## config.mk

```make
export PLATFORM = sky130hd
export DESIGN_NAME = jk_bank_arbiter
export DESIGN_NICKNAME = d
export VERILOG_FILES = /design/src/rtl/jk_pkg.sv /design/src/rtl/jk_cell.sv /design/src/rtl/jk_bank_arbiter.sv
export SDC_FILE = /design/constraint.sdc
export NUM_CORES = 1
export LEC_CHECK = 0
export CORE_ASPECT_RATIO = 1.4
export CORE_MARGIN = 5
export CORE_UTILIZATION = 45
export CTS_CLUSTER_SIZE = 12
export DETAILED_ROUTE_END_ITERATION = 7
export GPL_ROUTABILITY_DRIVEN = 1
export GPL_TIMING_DRIVEN = 0
export PLACE_DENSITY = 0.76
export SLEW_MARGIN = 30
export SYNTH_ARGS = -nofsm -noshare
export SYNTH_HDL_FRONTEND = slang
export SYNTH_SLANG_ARGS = --single-unit
export TNS_END_PERCENT = 20
```

## constraint.sdc

```tcl
create_clock -name clk -period 3.9 [get_ports clk]
set_input_delay 0.585 -clock clk [delete_from_list [all_inputs] [get_ports clk]]
set_output_delay 0.585 -clock clk [all_outputs]
set_load 0.02 [all_outputs]
```

## src/rtl/jk_pkg.sv

```systemverilog
// JK op encoding shared by the bank arbiter and its cells.
package jk_pkg;

    typedef logic [1:0] jk_op_t;

    localparam jk_op_t JK_HOLD = 2'b00;
    localparam jk_op_t JK_CLR  = 2'b01;
    localparam jk_op_t JK_SET  = 2'b10;
    localparam jk_op_t JK_TGL  = 2'b11;

endpackage

```

## src/rtl/jk_cell.sv

```systemverilog
// Single JK flip-flop cell; q_n is derived from the same register so it is always ~q.
module jk_cell
    import jk_pkg::*;
(
    input  logic       clk,
    input  logic       rst,
    input  logic       en,
    input  logic [1:0] op,
    output logic       q,
    output logic       q_n
);

    logic q_q, q_d;

    always_comb begin
        q_d = q_q;
        if (en) begin
            unique case (jk_op_t'(op))
                JK_HOLD: q_d = q_q;
                JK_CLR:  q_d = 1'b0;
                JK_SET:  q_d = 1'b1;
                JK_TGL:  q_d = ~q_q;
                default: q_d = q_q;
            endcase
        end
    end

    always_ff @(posedge clk) begin
        if (rst) begin
            q_q <= 1'b0;
        end else begin
            q_q <= q_d;
        end
    end

    assign q   = q_q;
    assign q_n = ~q_q;

endmodule

```

## src/rtl/jk_bank_arbiter.sv

```systemverilog
// Round-robin arbiter granting one JK op per clock onto a bank of jk_cell instances.
// Optional toggle statistics counter enabled by defining JKARB_STATS_EN.
module jk_bank_arbiter
    import jk_pkg::*;
#(
    parameter int unsigned NREQ  = 4,
    parameter int unsigned NBITS = 8,
    parameter int unsigned IW    = 3
) (
    input  logic                 clk,
    input  logic                 rst,
    input  logic [NREQ-1:0]      req_valid,
    input  logic [2*NREQ-1:0]    req_op,
    input  logic [IW*NREQ-1:0]   req_idx,
    output logic [NREQ-1:0]      req_ready,
    output logic [NBITS-1:0]     q,
    output logic [NBITS-1:0]     q_n,
    output logic [NREQ-1:0]      gnt_last,
    output logic                 err
`ifdef JKARB_STATS_EN
    ,
    output logic [15:0]          toggle_cnt
`endif
);

    localparam int unsigned PW = (NREQ > 1) ? $clog2(NREQ) : 1;

    logic [PW-1:0]    ptr_q, ptr_d, win;
    logic [NREQ-1:0]  grant;
    logic             found;
    jk_op_t           win_op;
    logic [IW-1:0]    win_idx;
    logic             accept, in_range;
    logic [NBITS-1:0] cell_en;
    logic [NREQ-1:0]  gnt_last_q;
    logic             err_q;

    // Scan from the pointer upward, wrapping; first valid requester wins.
    always_comb begin
        grant = '0;
        win   = '0;
        found = 1'b0;
        for (int i = 0; i < NREQ; i++) begin
            if (!found && req_valid[(int'(ptr_q) + i) % NREQ]) begin
                found = 1'b1;
                win   = PW'((int'(ptr_q) + i) % NREQ);
                grant[(int'(ptr_q) + i) % NREQ] = 1'b1;
            end
        end
    end

    assign req_ready = rst ? '0 : grant;
    assign accept    = |req_ready;
    assign win_op    = jk_op_t'(req_op[2*win +: 2]);
    assign win_idx   = req_idx[IW*win +: IW];
    assign in_range  = (32'(win_idx) < NBITS);
    assign ptr_d     = accept ? PW'((int'(win) + 1) % NREQ) : ptr_q;

    for (genvar c = 0; c < NBITS; c++) begin : g_cell
        assign cell_en[c] = accept && in_range && (win_idx == IW'(c));

        jk_cell u_cell (
            .clk (clk),
            .rst (rst),
            .en  (cell_en[c]),
            .op  (win_op),
            .q   (q[c]),
            .q_n (q_n[c])
        );
    end

    always_ff @(posedge clk) begin
        if (rst) begin
            ptr_q      <= '0;
            gnt_last_q <= '0;
            err_q      <= 1'b0;
        end else begin
            ptr_q      <= ptr_d;
            gnt_last_q <= req_ready;
            err_q      <= accept && !in_range;
        end
    end

    assign gnt_last = gnt_last_q;
    assign err      = err_q;

`ifdef JKARB_STATS_EN
    logic [15:0] tcnt_q, tcnt_d;

    always_comb begin
        tcnt_d = tcnt_q;
        if (accept && in_range && (win_op == JK_TGL) && (tcnt_q != 16'hFFFF)) begin
            tcnt_d = tcnt_q + 16'd1;
        end
    end

    always_ff @(posedge clk) begin
        if (rst) begin
            tcnt_q <= '0;
        end else begin
            tcnt_q <= tcnt_d;
        end
    end

    assign toggle_cnt = tcnt_q;
`endif

endmodule

```

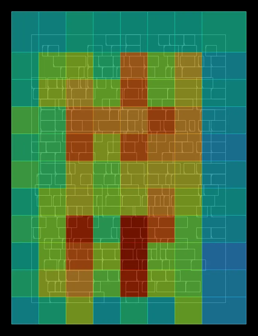
Figure 1: run 1, routing congestion.
GR Util met2: 30.4%
final core utilization: 64.4%
met3 GRT Util: 0.650%
Total GRT Usage: 16.6%

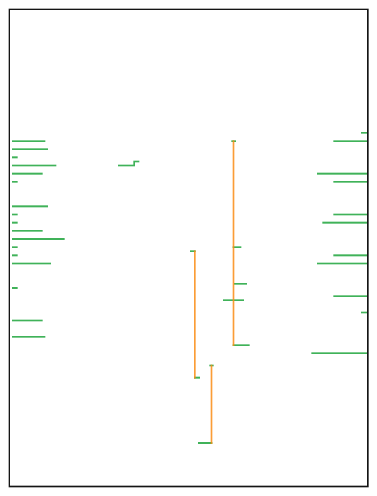
Figure 2: run 1, metal layers overlaid.
(6 px per um) Only two layers are drawn.
orange -> M4  # wire length 68.0 um
green -> M3  # wire length 140 um
Routed WL: 3830 um
DR WL/cell: 14.2 um

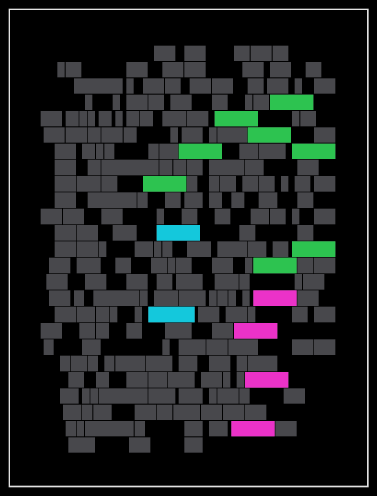
Figure 3: run 1, register map, names as in the netlist.
(6 px per um)
magenta -> `gnt_last`  # flops 4
cyan -> `ptr_q`  # flops 2
green -> `g_cell.u_cell.q`  # flops 8

==> reports/metrics.cfg, run 1 <==
[place]
io_buffers = 48
dp_hpwl_um = 3100
gp_congestion = 0.872

[yosys]
synth_top_area_share_pct = 18.2
syn_inst = 175
ys_ff = 14
area_leaders = dfxtp_1 (18%), buf_4 (8.8%), ha_1 (6.5%)
yosys-stat-cells = 175

[job]
maxCapViolCount = 0

[timing]
max_clock_freq_ghz = 0.265
period_used_pct = 96.9
fin_crit_ns = 3.78
fin_setup_tns_ns = 0
rsz0062_at_grt = no
tightest_slew_ns = 0.505
setup_viol = 0
slew_violations = 0
finalHoldViolations = 0

[setup_path]
cp_top_family = buffers and inverters
worstPathCellList = buf_6, inv_1, ha_1, buf_2, mux4_2, buf_4, a221o_1, a32o_1, dlygate4sd2_1
cp_max_fo = 10
crit_arrival_ns = 3.20
start_kind = flip-flop
max_stage_delay_ns = 0.62

[clock_network]
clk_latency_ns = 0.25
clock_path_buffers = 2
cts_buffers = 3

[die]
die_w_um = 59.5
coreArea_mm2 = 0.00335
die_area_mm2 = 0.00472

[hold_path]
hp-class = flip-flop to flip-flop

[status]
outcome = complete, no violations

[global_route]
grt_pass1_wl_um = 6310

[route]
drc = 0
ant_nets = 0

[layout]
drive_gt1_share_pct = 22.2

==> run 1: worst paths after layout <==
kind / startpoint / endpoint / slack, ns / depth (start not counted)
worst min register to register: g_cell[5].u_cell.q$_SDFFE_PP0P_ / g_cell[5].u_cell.q$_SDFFE_PP0P_ / 0.50 / 2
worst max-delay path: ptr_q[0]$_SDFFE_PP0N_ / req_ready[2] / 0.12 / 9
worst min-delay path: g_cell[5].u_cell.q$_SDFFE_PP0P_ / g_cell[5].u_cell.q$_SDFFE_PP0P_ / 0.50 / 2
worst max register to register: ptr_q[0]$_SDFFE_PP0N_ / g_cell[0].u_cell.q$_SDFFE_PP0P_ / 0.16 / 13
==> run 1: what timing repair did <==
action,4_1_cts,5_1_grt
resized,5,3
setup endpoints to repair,4,3
pin swaps,0,1
setup buffers,0,3
hold buffers,0,0
==> run 1: worst register-to-register path, stage by stage, from the launching register on <==
cell	delay [ns]
dfxtp_2	0.38
buf_6	0.16
inv_1	0.16
ha_1	0.33
buf_2	0.19
mux4_2	0.62
buf_4	0.18
a221o_1	0.36
a32o_1	0.23
or4_4	0.51
buf_6	0.16
nand2_2	0.09
nor3b_1	0.06
o32ai_1	0.22
==> run 1: logic make-up after synthesis <==
family / after synthesis / synth area share, %
XOR/XNOR: 1 / 0.567
multiplexers: 18 / 16.5
AND-OR/OR-AND: 43 / 23.7
buffers and inverters: 43 / 16.5
adder cells (fa/ha/maj): 8 / 6.48
AND/OR/NAND/NOR: 47 / 17.8
flip-flops: 14 / 18.2
other: 1 / 0.243
==> run 1: final cells by class <==
cell class | count | area (um2)
plain buffers | 27 | 195
repair buffers | 51 | 498
flip-flops and latches | 14 | 282
fillers | 286 | 1190
inverters | 16 | 60.1
clock buffers | 4 | 55.1
multi-input cells | 118 | 1020
well taps | 40 | 50.0
==> run 1: per-layer routing <==
metal  GRT usage, %  vias to the layer above  share of wire, %  wire length [um]
met4           8.43                        0               1.8                68
met3          0.650                        7               3.6               139
li1               -                      741                 -                 -
met2           30.4                       41                55              2110
met5              0                        -                 0                 0
met1           18.8                      725                40              1510
==> run 1: power by group through the flow <==
stage	Sequential [uW]	Clock, uW	Combinational (uW)
2_1_floorplan	249	0	757
3_3_place_gp	231	0	1060
3_5_place_dp	233	0	1090
4_1_cts	230	146	1080
5_1_grt	238	149	1200
6_report	231	145	1110
==> run 1: sequential cells by signal (all words and copies together) (netlist names) <==
register         cells
gnt_last             4
g_cell.u_cell.q      8
ptr_q                2
==> run 1: layout by cell type (no fill, tap or decap), types with 2 or more instances in the layout <==
cell type        count
o311ai_0             3
nand2b_1             2
a32o_1               7
buf_2                3
clkbuf_8             4
nor2_1              11
buf_4               21
o31ai_1              3
mux2i_1              9
nand2_1              4
a21oi_1              7
o32ai_1              3
nand3_1              5
o211ai_1             2
nor2b_1              8
mux2_2               3
o21ai_0              3
nand3b_1             2
ha_1                 8
or3_1                2
dlygate4sd2_1        4
clkbuf_1             3
nand2_2              3
buf_6                3
nor3b_1              4
a221o_1              4
clkdlybuf4s50_1     44
inv_1               16
dfxtp_1             13
mux4_2               4
==> inputs of run 2 (changes only) <==
--- a/config.mk
+++ b/config.mk
@@ -5,14 +5,17 @@
 export SDC_FILE = /design/constraint.sdc
 export NUM_CORES = 1
 export LEC_CHECK = 0
+export CAP_MARGIN = 20
+export CELL_PAD_IN_SITES_DETAIL_PLACEMENT = 1
+export CELL_PAD_IN_SITES_GLOBAL_PLACEMENT = 1
 export CORE_ASPECT_RATIO = 1.4
 export CORE_MARGIN = 5
-export CORE_UTILIZATION = 45
+export CORE_UTILIZATION = 34
 export CTS_CLUSTER_SIZE = 12
 export DETAILED_ROUTE_END_ITERATION = 7
 export GPL_ROUTABILITY_DRIVEN = 1
 export GPL_TIMING_DRIVEN = 0
-export PLACE_DENSITY = 0.76
+export PLACE_DENSITY = 0.78
 export SLEW_MARGIN = 30
 export SYNTH_ARGS = -nofsm -noshare
 export SYNTH_HDL_FRONTEND = slang
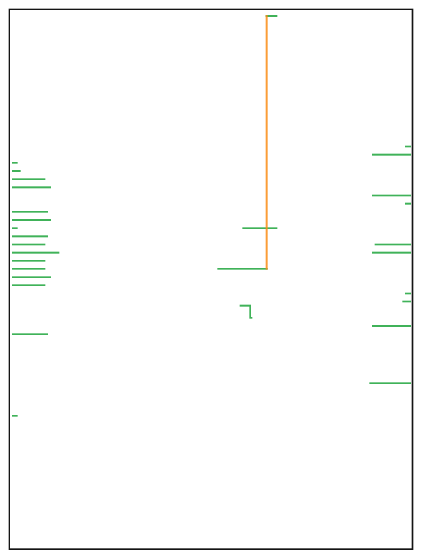
Figure 4: run 2, metal layers overlaid.
(6 px per um) Only two layers are drawn.
orange -> M4  # wire length 42.2 um
green -> M3  # wire length 133 um
vias: 1475
DR WL/cell: 13.9 um
Routed WL: 4040 um
Total GRT Usage: 14.0%

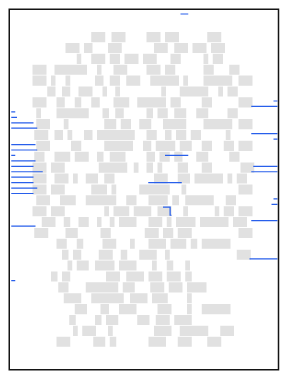
Figure 5: run 2, signal wires on met3.
(4 px per um)
share of all routed wire = 3.3%
wire length on this layer = 133 um
longest straight run = 8.10 um
main direction = horizontal
nets with wire on the layer = 29

==> reports/metrics.cfg, run 2 <==
[status]
outcome = complete, no violations

[clock_network]
cts_num_sinks = 14
hold_buffers = 0
clock_path_buffers = 2
clk_latency_ns = 0.25
cts_buffers = 3
cts-htree-levels = 1
root_buffer = clkbuf_8
cts_tree = done
path_clk_slew_ns = 0.06

[yosys]
yosysChipArea_mm2 = 0.00154
syn_area_mm2 = 0.00154
area_leaders = dfxtp_1 (18%), buf_4 (8.8%), ha_1 (6.5%)
avgSynthCellArea_um2 = 8.82
ys_ff = 14
most_common_cell = buf_4
synth_seq_share_pct = 18.2
synth_top_area_share_pct = 18.2
syn_inst = 175
synthTopCellsByCount = buf_4 (18), inv_1 (16), dfxtp_1 (14), nor2_1 (11)
yosys-stat-cells = 175
syn_nets = 209
ys.flop_type = dfxtp_1

[global_route]
antenna_found_initial = 0
grt_pass1_wl_um = 6780
grt_pass1_vias = 1463
gr-max-usage-layer = met2
grt-ovfl-total = 0
grtUsageMet1_pct = 16.9
use_met2_pct = 25.2
use_met3_pct = 0.873
grt_max_degree = 11

[setup_path]
path_class = flip-flop to primary output
crit_required_ns = 3.31
endpoint_kind = primary output
cp_max_fo = 10
worstPathCellList = buf_6, inv_1, ha_1, buf_2, mux4_2, buf_4, a221o_1, a32o_1, dlygate4sd2_1
start_kind = flip-flop
path_buffers = 5
cp_top_family = buffers and inverters
crit_arrival_ns = 3.18
max_stage_delay_ns = 0.59

[layout]
finalNonFillerCells = 290
largest_reg_flops = 8
antenna_cells = 0
area_growth_syn_to_layout_pct = 40.8
lay_top_count = clkdlybuf4s50_1
utilization_pct = 48.7
mostFrequentLayoutCells = clkdlybuf4s50_1 (44), buf_4 (19), inv_1 (16), dfxtp_1 (13), nor2_1 (11)
drive_gt1_share_pct = 21.1
nets = 263

[timing]
tightest_slew_ns = 0.520
finalHoldViolations = 0
max_slew_margin_pct = 64.7
setup_slack_ns = 0.132
fin_crit_ns = 3.77
rsz0062_at_grt = yes
period_used_pct = 96.6
setup_viol = 0
max_clock_freq_ghz = 0.265
finClkSkew_ns = 0.00599
slew_violations = 0

[die]
die_area_mm2 = 0.00601
die_w_um = 67.0
placementRows = 29
coreArea_mm2 = 0.00446
num_io_pins = 51
core_util_floorplan_pct = 34.6
die_y_um = 89.7

[route]
viasPerCell = 5.09
drtPass1Iterations = 4
drc = 0
ant_nets = 0
drtIter0Drc = 21

[place]
dpl_worst_slack_ns = 0.0522
dp_hpwl_um = 3320
dp.cells = 285
io_buffers = 48
gp_congestion = 0.794

[hold_path]
hp-class = flip-flop to flip-flop

[job]
maxCapViolCount = 0
warning_count = 34

[pwr]
p_leak_uw = 0.000891
finalPower_uw = 1470
vdd.ir_drop.worst_v = 0.000293
p_per_area_mw_per_mm2 = 676

[run 2: netlist changes by cell type in the layout (fill, tap and decap cells not counted)]
cell            previous run  this run
dlymetal6s2s_1             0         3
buf_4                     21        19
o31ai_2                    1         0
dlygate4sd2_1              4         1
o31ai_1                    3         4
[run 2: metrics by stage]
step                      hold WS, ns  instance area [um2]  TNS (ns)
final                           0.494                 2170         0
after global routing            0.539                 2170    -0.271
after CTS                       0.498                 2160         0
after detailed placement        0.489                 2100         0
after global placement          0.472                 2100         0
after floorplan                 0.457                 1540         0
[run 2: kinds of logic (layout without fill, tap and decap cells)]
family / after synthesis / count (layout) / share of synthesized area (%)
compound gates: 43 / 43 / 23.7
xor+xnor: 1 / 1 / 0.567
fa+ha+maj: 8 / 8 / 6.48
buf+inv: 43 / 96 / 16.5
flops: 14 / 14 / 18.2
mux: 18 / 18 / 16.5
other cells: 1 / 1 / 0.243
simple gates: 47 / 47 / 17.8
[run 2: worst paths after layout]
path	start	end	slack, ns	depth (start not counted)
max	ptr_q[0]$_SDFFE_PP0N_	req_ready[2]	0.13	9
min	g_cell[2].u_cell.q$_SDFFE_PP0P_	g_cell[2].u_cell.q$_SDFFE_PP0P_	0.49	1
max reg2reg	ptr_q[0]$_SDFFE_PP0N_	g_cell[0].u_cell.q$_SDFFE_PP0P_	0.17	13
min reg2reg	g_cell[2].u_cell.q$_SDFFE_PP0P_	g_cell[2].u_cell.q$_SDFFE_PP0P_	0.49	1
[run 2: repair_timing]
action                     in CTS  in global routing
setup endpoints to repair       4                  3
buffers inserted                0                  1
gates resized                   3                  4
[run 2: area by class of cell]
cell class / instances / area [um2]
fill: 544 / 2290
multi-input combinational: 118 / 1010
buffer: 27 / 195
inverter: 16 / 60.1
tap: 62 / 77.6
sequential: 14 / 282
clock buffer: 4 / 55.1
timing repair buffer: 49 / 494
[run 2: where the power goes]
group          leakage, uW  internal (uW)  switching (uW)
Clock            0.0000288           89.4            53.2
Combinational     0.000747            542             555
Sequential        0.000115            195            35.4
[run 2: metal layers]
layer / up-vias / wire length, um
li1: 736 / -
met1: 704 / 1700
met2: 33 / 2160
met3: 2 / 132
met4: 0 / 42
met5: - / 0
==> inputs of run 3 (changes only) <==
--- a/config.mk
+++ b/config.mk
@@ -9,13 +9,14 @@
 export CELL_PAD_IN_SITES_DETAIL_PLACEMENT = 1
 export CELL_PAD_IN_SITES_GLOBAL_PLACEMENT = 1
 export CORE_ASPECT_RATIO = 1.4
-export CORE_MARGIN = 5
+export CORE_MARGIN = 8
 export CORE_UTILIZATION = 34
 export CTS_CLUSTER_SIZE = 12
 export DETAILED_ROUTE_END_ITERATION = 7
 export GPL_ROUTABILITY_DRIVEN = 1
 export GPL_TIMING_DRIVEN = 0
 export PLACE_DENSITY = 0.78
+export REMOVE_ABC_BUFFERS = 1
 export SLEW_MARGIN = 30
 export SYNTH_ARGS = -nofsm -noshare
 export SYNTH_HDL_FRONTEND = slang
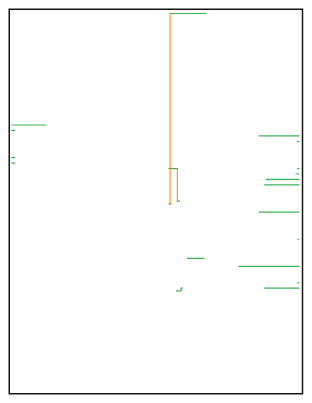
Figure 6: run 3, metal layers overlaid.
(4 px per um) Only two layers are drawn.
orange -> M4  # wire length 55.8 um
green -> M3  # wire length 89.7 um

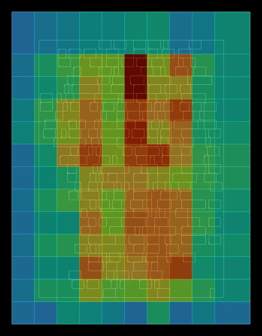
Figure 7: run 3, routing congestion.
final core utilization: 46.0%
GR Util met2: 24.8%
global routing usage on met1: 12.4%

==> reports/metrics.cfg, run 3 <==
[clock_network]
clock_path_buffers = 2
cts_num_sinks = 14
cts_buffers = 3
cts_tree = done
clk_latency_ns = 0.24

[setup_path]
crit_arrival_ns = 3.18
crit_required_ns = 3.31
r2r-end = g_cell[7].u_cell.q$_SDFFE_PP0P_
start_kind = flip-flop
max_stage_delay_ns = 0.63
path_class = flip-flop to primary output

[layout]
mostFrequentLayoutCells = clkdlybuf4s50_1 (49), inv_1 (15), dfxtp_1 (12), nor2_1 (11), mux2i_1 (9)
nets = 242
lay_top_count = clkdlybuf4s50_1
drive_gt1_share_pct = 15.9
largest_reg_flops = 8

[timing]
max_slew_margin_pct = 65.0
fin_setup_tns_ns = 0
hold_ws_ns = 0.483
fin_crit_ns = 3.77
max_clock_freq_ghz = 0.265
slew_violations = 0
rsz0062_at_grt = no
tightest_slew_ns = 0.515

[pwr]
p_leak_uw = 0.000752
p_per_area_mw_per_mm2 = 707

[yosys]
synth_top_area_share_pct = 18.2
syn_inst = 175
yosys.area_share.simple_pct = 17.8
area_leaders = dfxtp_1 (18%), buf_4 (8.8%), ha_1 (6.5%)
most_common_cell = buf_4
yosys-stat-cells = 175
yosysChipArea_mm2 = 0.00154
avgSynthCellArea_um2 = 8.82

[route]
ant_nets = 0

[die]
die_y_um = 95.7
num_io_pins = 51
coreArea_mm2 = 0.00446
placementRows = 29

[status]
outcome = complete, no violations

[global_route]
grt_use_total_pct = 12.3
grt-ovfl-total = 0

[hold_path]
hold_path_startpoint = g_cell[6].u_cell.q$_SDFFE_PP0P_

[place]
dp_hpwl_um = 3420

-- run 3: cell counts after synthesis --
Identical to the previous run, type by type.
-- run 3: critical path: cells and delay by family, from the launching register on --
| kind | cells | cell delay (ns) |
|---|---|---|
| DFF | 1 | 0.47 |
| buffers and inverters | 2 | 0.77 |
| adders and majority gates | 1 | 0.43 |
| and+or+nand+nor | 1 | 0.25 |
| AOI/OAI and AO/OA | 2 | 0.40 |
| muxes | 1 | 0.63 |
-- run 3: cells by family (layout without fill, tap and decap cells) --
logic type	Yosys count	after routing
simple gates	47	47
compound gates	43	43
buf+inv	43	75
mux	18	18
flops	14	14
fa+ha+maj	8	8
other cells	1	1
xor+xnor	1	1
-- run 3: per-stage QoR --
step	cells	utilization [%]	cell area [um2]	worst slack (ns)
finish	269	46.0	2050	0.131
global route	269	46.0	2050	0.0230
CTS	269	45.9	2050	0.0280
detailed placement	260	43.3	1930	-0.453
global placement	259	42.9	1920	-0.446
floorplan	148	-	1350	0.221
-- run 3: worst max-delay path by stage --
stage                          start                         endpoint  slack [ns]  cells past startpoint
5_1_grt        ptr_q[0]$_SDFFE_PP0N_                     req_ready[2]        0.02                      7
4_1_cts        ptr_q[0]$_SDFFE_PP0N_                     req_ready[2]        0.03                      7
6_report       ptr_q[0]$_SDFFE_PP0N_                     req_ready[2]        0.13                      7
3_3_place_gp   ptr_q[0]$_SDFFE_PP0N_  g_cell[2].u_cell.q$_SDFFE_PP0P_       -0.45                      8
3_5_place_dp   ptr_q[0]$_SDFFE_PP0N_  g_cell[2].u_cell.q$_SDFFE_PP0P_       -0.45                     10
2_1_floorplan  ptr_q[0]$_SDFFE_PP0N_  g_cell[2].u_cell.q$_SDFFE_PP0P_        0.22                     10
-- run 3: final cells by class --
type	instances	area, um2
fill	524	2410
multi-input combinational	118	1020
timing repair buffer	55	548
sequential	14	288
tap	62	77.6
inverter	16	63.8
clock buffer	4	55.1
-- run 3: timing repair --
action,4_1_cts,5_1_grt
endpoints found under the setup margin,12,4
pin swaps,1,0
setup buffers,5,0
resized,5,2
-- run 3: report_power, final --
group | internal (uW) | switching [uW]
clock network | 89.4 | 52.6
registers | 199 | 59.3
logic | 516 | 535
total | 804 | 646
-- run 3: layer usage --
layer	global-route usage, %	wire length [um]	vias up
met1	12.4	1750	710
met4	4.52	55	0
li1	-	-	698
met3	1.15	89	4
met2	24.8	2480	23
met5	0	0	-

==> gallery <==
Met1 routing.
(6 px per um) Supply wires on this layer in gray.
image #1
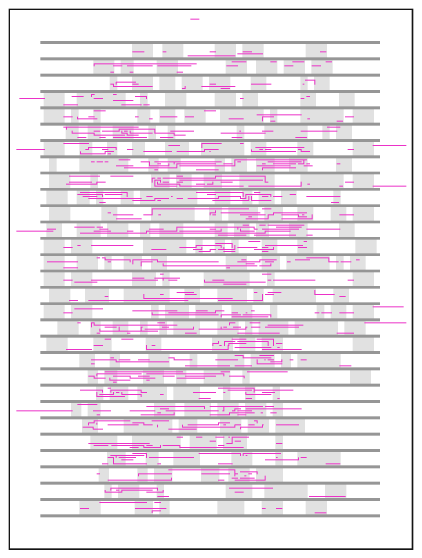
image #2
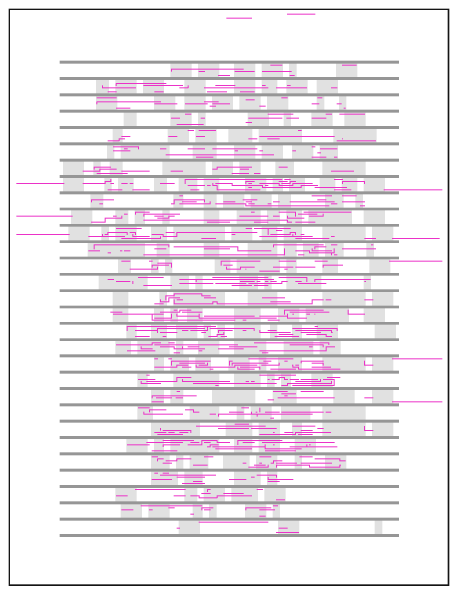
Of these, largest die: image #2
image #1 -> run 2
image #2 -> run 3

Power is estimated from default activity; no workload was simulated.
